## config.mk

```make
export PLATFORM = sky130hd
export DESIGN_NAME = block_slot_sequencer
export DESIGN_NICKNAME = d
export VERILOG_FILES = /design/src/rtl/mario_pkg.sv /design/src/rtl/slot_y_shadow.sv /design/src/rtl/block_slot_sequencer.sv
export SDC_FILE = /design/constraint.sdc
export NUM_CORES = 1
export LEC_CHECK = 0
export CAP_MARGIN = 5
export CORE_ASPECT_RATIO = 1.4
export CORE_MARGIN = 3
export CORE_UTILIZATION = 45
export CTS_CLUSTER_SIZE = 28
export DETAILED_ROUTE_END_ITERATION = 12
export GPL_ROUTABILITY_DRIVEN = 0
export PLACE_DENSITY = 0.76
export SLEW_MARGIN = 20
export SYNTH_ARGS = -nofsm -noshare
export SYNTH_HDL_FRONTEND = slang
export SYNTH_SLANG_ARGS = --single-unit
export TNS_END_PERCENT = 20
```

## constraint.sdc

```tcl
create_clock -name Clk -period 9.41 [get_ports Clk]
set_input_delay 2.823 -clock Clk [delete_from_list [all_inputs] [get_ports Clk]]
set_output_delay 2.823 -clock Clk [all_outputs]
set_load 0.05 [all_outputs]
```

## src/rtl/mario_pkg.sv

```systemverilog
// mario_pkg: shared block types, level ROM entry layout and the horizontal wrap helper.
package mario_pkg;
   typedef logic [9:0] coord_t;
   typedef logic [3:0] block_id_t;
   localparam block_id_t BLOCK_ID_EMPTY = '0;
   typedef struct packed {
      block_id_t id;
      coord_t    x;
      coord_t    y;
   } level_entry_t;
   function automatic coord_t wrap_left(coord_t x, logic [3:0] dx, int span);
      logic [10:0] d, r;
      d = {7'd0, dx};
      r = ({1'b0, x} >= d) ? {1'b0, x} - d : {1'b0, x} + 11'(span) - d;
      return r[9:0];
   endfunction
endpackage

```

## src/rtl/slot_y_shadow.sv

```systemverilog
// slot_y_shadow: per-slot copy of Y, since the slot bank only reads back X and id.
module slot_y_shadow
   import mario_pkg::*;
#(
   parameter int NUM_SLOTS = 16,
   localparam int SW = $clog2(NUM_SLOTS)
) (
   input  logic          Clk,
   input  logic          we,
   input  logic [SW-1:0] waddr,
   input  logic [9:0]    wdata,
   input  logic [SW-1:0] raddr,
   output logic [9:0]    rdata
);
   coord_t mem [NUM_SLOTS];
   always_ff @(posedge Clk)
      if (we) mem[waddr] <= wdata;
   assign rdata = mem[raddr];
endmodule

```

## src/rtl/block_slot_sequencer.sv

```systemverilog
// block_slot_sequencer: loads a level block table into all slots and scrolls occupied slots left with wrap.
module block_slot_sequencer
   import mario_pkg::*;
#(
   parameter int NUM_SLOTS = 16,
   parameter int ROM_AW = 8,
   parameter int SCREEN_W = 640,
   localparam int SW = $clog2(NUM_SLOTS)
) (
   input  logic              Clk,
   input  logic              Reset,
   input  logic              load_start,
   input  logic [ROM_AW-1:0] level_base,
   input  logic              scroll_step,
   input  logic [3:0]        scroll_dx,
   output logic [ROM_AW-1:0] rom_addr,
   input  logic [23:0]       rom_data,
   input  logic [9:0]        sel_Xcoord,
   input  logic [3:0]        sel_block_id,
   output logic [SW-1:0]     slot_sel,
   output logic              change_coords,
   output logic              change_id,
   output logic [9:0]        new_Xcoord,
   output logic [9:0]        new_Ycoord,
   output logic [3:0]        new_block_id,
   output logic              busy,
   output logic              done
);
   typedef enum logic [2:0] {IDLE, LD_ADDR, LD_WR, SC_RD, SC_WR, FINISH} state_t;
   state_t            state;
   logic [SW-1:0]     i, i_nx;
   logic [ROM_AW-1:0] base;
   logic [3:0]        dx, pend_dx;
   logic              pending, last;
   level_entry_t      ent;
   logic [9:0]        shadow_y;
   assign ent  = level_entry_t'(rom_data);
   assign i_nx = i + SW'(1);
   assign last = i == SW'(NUM_SLOTS - 1);
   slot_y_shadow #(.NUM_SLOTS(NUM_SLOTS)) u_shadow (
      .Clk(Clk), .we(state == LD_WR), .waddr(i), .wdata(ent.y), .raddr(i), .rdata(shadow_y)
   );
   // ROM data is only valid in LD_WR, so load strobes become visible the cycle after it.
   always_ff @(posedge Clk) begin
      if (Reset) begin
         state <= IDLE;
         i <= '0;
         base <= '0;
         dx <= '0;
         pend_dx <= '0;
         pending <= 1'b0;
         rom_addr <= '0;
         slot_sel <= '0;
         change_coords <= 1'b0;
         change_id <= 1'b0;
         new_Xcoord <= '0;
         new_Ycoord <= '0;
         new_block_id <= '0;
         busy <= 1'b0;
         done <= 1'b0;
      end else begin
         change_coords <= 1'b0;
         change_id <= 1'b0;
         done <= 1'b0;
         if (state != IDLE && scroll_step) begin
            pending <= 1'b1;
            pend_dx <= scroll_dx;
         end
         case (state)
            IDLE:
               if (load_start) begin
                  base <= level_base;
                  rom_addr <= level_base;
                  i <= '0;
                  busy <= 1'b1;
                  state <= LD_ADDR;
                  if (scroll_step) begin
                     pending <= 1'b1;
                     pend_dx <= scroll_dx;
                  end
               end else if (scroll_step || pending) begin
                  dx <= scroll_step ? scroll_dx : pend_dx;
                  pending <= 1'b0;
                  i <= '0;
                  slot_sel <= '0;
                  busy <= 1'b1;
                  state <= SC_RD;
               end
            LD_ADDR: state <= LD_WR;
            LD_WR: begin
               slot_sel <= i;
               change_coords <= 1'b1;
               change_id <= 1'b1;
               new_Xcoord <= ent.x;
               new_Ycoord <= ent.y;
               new_block_id <= ent.id;
               if (last) begin
                  done <= 1'b1;
                  state <= FINISH;
               end else begin
                  i <= i_nx;
                  rom_addr <= base + ROM_AW'(i_nx);
                  state <= LD_ADDR;
               end
            end
            SC_RD: begin
               if (sel_block_id != BLOCK_ID_EMPTY) begin
                  change_coords <= 1'b1;
                  new_Xcoord <= wrap_left(sel_Xcoord, dx, SCREEN_W);
                  new_Ycoord <= shadow_y;
               end
               state <= SC_WR;
            end
            SC_WR:
               if (last) begin
                  done <= 1'b1;
                  state <= FINISH;
               end else begin
                  i <= i_nx;
                  slot_sel <= i_nx;
                  state <= SC_RD;
               end
            FINISH: begin
               busy <= 1'b0;
               state <= IDLE;
            end
            default: state <= IDLE;
         endcase
      end
   end
endmodule

```

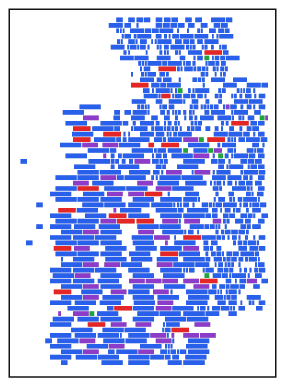
Figure 1: run 1, sizing map.
Drawn at 2 px/um.
_2 cells: shown in purple, cells 59, share 7.0%, most used mux4_2. _3 and _4 cells: shown in green, cells 9, share 1.1%, most used buf_4. _0 and _1 cells: shown in blue, cells 747, share 89%, most used edfxtp_1. _6 and larger: shown in red, cells 25, share 3.0%, most used clkbuf_16.
area grow syn2layout: 18.0%
Final WS setup: 4330 ps

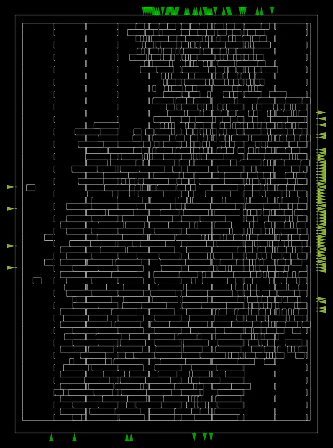
Figure 2: run 1, cell placement.
num tapcells: 297
Util after Layout: 54.2%
Layout Cells excl Fill: 1137
flop share of the area: 51.8%
core footprint: 21900 sq um

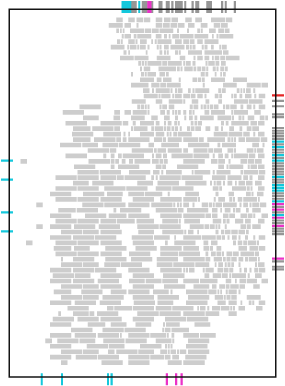
Figure 3: run 1, I/O pins on the die edge.
Drawn at 2 px/um. Pins as bars across the die edge, other pins in gray.
`rom_data`: shown in cyan, pins 24, direction input, edge 10 east, 6 north, 4 south, 4 west. `new_Ycoord`: shown in magenta, pins 10, direction output, edge 5 east, 3 south, 2 north. `busy`: shown in red, pins 1, direction output, edge east.
Die W: 133 um
port buffer count: 93
die height: 183 um

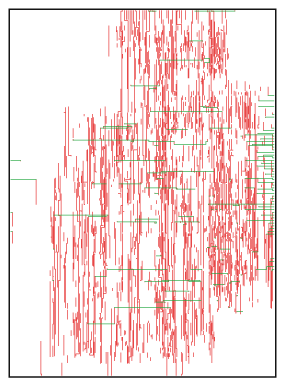
Figure 4: run 1, routed metal, one color a layer.
Drawn at 2 px/um. Two of the layers only.
metal 3: shown in green, wire length 984 um. metal 2: shown in red, wire length 11200 um.
via count: 6251
Detailed Route WL: 21600 um
total track usage: 17.6%
drt wl/cell: 19.0 um

==> run 1: kinds of logic (layout without fill, tap and decap cells) <==
family	Yosys count	after routing	synth area share (%)
buf+inv	71	166	3.10
simple gates	214	214	10.1
compound gates	123	123	8.19
fa+ha+maj	29	29	3.82
xor+xnor	18	18	1.56
mux	62	62	12.1
flops	228	228	61.2
==> run 1: cell type report <==
class	instances	area, sq um
clock buffers	28	584
inverters	29	109
clock inverters	10	85.1
multi-input cells	446	3610
flip-flops and latches	228	6170
repair buffers	99	971
well taps	297	372
fillers	1775	10000
==> run 1: registers in the layout (all words and copies together) (netlist names), 3 cells and up, named ones only <==
register,flops
state,3
base,8
slot_sel,4
u_shadow.mem,160
i,4
new_block_id,4
rom_addr,8
new_Ycoord,10
new_Xcoord,10
dx,4
pend_dx,4
==> metrics.yaml, run 1 <==
via_per_inst: 5.50
endpoint_kind: "register"
pg_seq_uw: 1120
area_leaders: "edfxtp_1, dfxtp_1, mux4_2"
internal-power_uw: 1690
powerDensity_nw_per_um2: 190
min_path_cells: 2
n_antenna_cell: 0
yosys_cells: 745
nets: 908
antenna_found_initial: 0
pwr-share-seq_pct: 49.6
cts_buffers: 21
cp-startpoint: "sel_Xcoord[2]"
grt_pass1_vias: 6391
min_to: "new_Xcoord[2]"
final_area_sq_um: 11900
cts.clk_slew.worst_paths_ps: 70
dp_slack_ps: 3820
worstSetupPathType: "input port to register"
top_usage_layer: "met2"
synth_nets: 828
path_depth: 10
warnings: 37
hp-class: "register to register"
worstReg2RegEnd: "new_Xcoord[8]"
rsz0062_at_grt: "false"
cts-root-buf: "clkbuf_16"
yosysWarnings: 0
tightest_slew_ps: 1050
synth_cell_types: 59
status: "completed"
power.group.top: "sequential cells"
synthArstFlopShare_pct: 0
endpoint: "new_Xcoord[6]"
synth_area_per_cell_sq_um: 13.5
use_met3_pct: 2.31
holdWs_ps: 453
dpl_cell_area_sq_um: 11200
yosysTopAreaCellShare_pct: 47.7
## Run 2: what changed since run 1
==> constraint.sdc (replaced) <==
create_clock -name Clk -period 5.3 [get_ports Clk]
set_input_delay 1.59 -clock Clk [delete_from_list [all_inputs] [get_ports Clk]]
set_output_delay 1.59 -clock Clk [all_outputs]
set_load 0.05 [all_outputs]
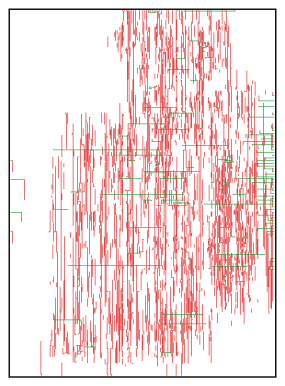
Figure 5: run 2, routed metal, one color a layer.
Drawn at 2 px/um. Two of the layers only.
metal 3: shown in green, wire length 931 um. metal 2: shown in red, wire length 11600 um.
drt wl/cell: 19.6 um
Detailed Route WL: 22300 um
total track usage: 18.4%
via count: 6327

==> run 2 against run 1 <==
Against the previous run: wire length up 3.3%; cell count unchanged; clock power up about 90%; critical path depth unchanged; hold slack better by 2.1 ps; global-route usage up 0.80 points; critical endpoint unchanged.
==> metrics.yaml, run 2 <==
dpl_cell_area_sq_um: 11200  # unchanged
hp-class: "register to register"
pwr-share-seq_pct: 48.5  # -1.1 points
drive_gt1_share_pct: 10.6
internal-power_uw: 3090  # +82%
final_common_cell: "edfxtp_1"
holdWs_ps: 455  # +2.13 ps
use_met3_pct: 2.41  # +0.11 points
nFillCells: 1787  # +0.68%
reg_top3: "u_shadow.mem (160), new_Xcoord (10), new_Ycoord (10)"
min_path_cells: 2  # unchanged
endpoint_kind: "register"
peakVddDrop_uv: 209
r2r_slack_ps: 2240
cts.clk_slew.worst_paths_ps: 60  # about the same
worstReg2RegEnd: "new_Xcoord[8]"
dpl.hpwl_um: 15100
via_per_inst: 5.56  # +1.2%
synthArstFlopShare_pct: 0  # unchanged
power_switching_uw: 1030
final_area_sq_um: 11900  # +0.37%
setup_slack_ps: 1390  # -2940 ps
grt_max_degree: 48
tightest_slew_ps: 1070  # +16.0 ps
logic_family: "multiplexers"
n_antenna_cell: 0  # unchanged
synth_cell_types: 59  # unchanged
min_period_over_period_pct: 73.8
adder_share_pct: 3.82  # unchanged
largest_reg_flops: 160  # unchanged
worstSetupPathType: "input port to register"
syn_area_sq_um: 10100
p_comb_share_pct: 13.6
synth_area_per_cell_sq_um: 13.5  # unchanged
simple_gate_area_share_pct: 10.1  # unchanged
rsz0062_at_grt: "false"
slew-limit-headroom_pct: 28.6
max-cap-violations: 0
wl_met1_um: 9010
cts-root-buf: "clkbuf_16"
antenna_found_initial: 0  # unchanged
status: "completed"
port_buffers: 93  # unchanged
clock_latency_ps: 520
syn_to_final_growth_pct: 18.4
final_cells: 1137  # unchanged
cts_buffers: 22  # +4.8%
pg_seq_uw: 2000  # +79%
synth_nets: 828  # unchanged
clock_power_uw: 1560
crit_slowest_cell: "fa_1"
fp.dieH_um: 183  # unchanged
power.group.top: "sequential cells"
cp-startpoint: "sel_Xcoord[2]"
drt.antenna.violating_nets: 0
comb_area_sq_um: 3610  # unchanged
power_uw: 4120
top_register: "u_shadow.mem"
p_clk_share_pct: 37.9
core_sq_um: 21900  # unchanged
worst-r2r-cell-count: 5
warnings: 37  # unchanged
yosysTopAreaCellShare_pct: 47.7  # unchanged
yosysWarnings: 0  # unchanged
powerDensity_nw_per_um2: 345  # +81%
drc: 0
postSynthSeqShare_pct: 61.2
ys_sh_mux_pct: 12.1  # unchanged
cts_max_path_buffers: 3
path_depth: 10  # unchanged
area_leaders: "edfxtp_1, dfxtp_1, mux4_2"
fp.dieW_um: 133  # unchanged
top_usage_layer: "met2"
yosys.area_share.aoi_pct: 8.19  # unchanged
synthFlopType: "edfxtp_1"
ys_sh_xor_pct: 1.56  # unchanged
path_max_fanout: 7
dp.cells: 1099
final_util_pct: 54.4  # +0.20 points
yosys_cells: 745  # unchanged
grt_pass1_vias: 6368  # -0.36%
register_area_sq_um: 6170  # unchanged
fin_skew_ps: 26.7
highest_layer: "met4"
dp_slack_ps: 937  # -2890 ps
dr.pass1.iters: 5
endpoint: "new_Xcoord[6]"
nets: 909  # +0.11%
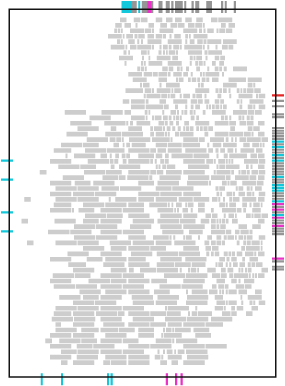
Figure 6: run 2, I/O pins on the die edge.
Drawn at 2 px/um. Pins as bars across the die edge, other pins in gray.
`busy`: shown in red, pins 1, direction output, edge east. `new_Ycoord`: shown in magenta, pins 10, direction output, edge 5 east, 3 south, 2 north. `rom_data`: shown in cyan, pins 24, direction input, edge 10 east, 6 north, 4 south, 4 west.

[run 2: cell counts after synthesis]
No cell type changed its count.
[run 2: final cells by class]
type / count / share of cell area [%]
inverter: 29 / 0.912
clock buffer: 26 / 4.74
timing repair buffer: 99 / 8.13
multi-input combinational: 446 / 30.2
tap: 297 / 3.11
sequential: 228 / 51.6
clock inverter: 12 / 1.24
[run 2: worst min path at each step]
stage | from | endpoint | slack (ps)
after CTS | rom_addr[6] | rom_addr[6] | 460
after global placement | pend_dx[0] | pend_dx[0] | 440
after floorplan | pend_dx[0] | pend_dx[0] | 440
after detailed placement | rom_addr[6] | rom_addr[6] | 450
final | new_block_id[1] | new_block_id[1] | 460
after global routing | rom_addr[2] | rom_addr[2] | 480
No activity file was given, so power comes from the tool's default toggle rates.
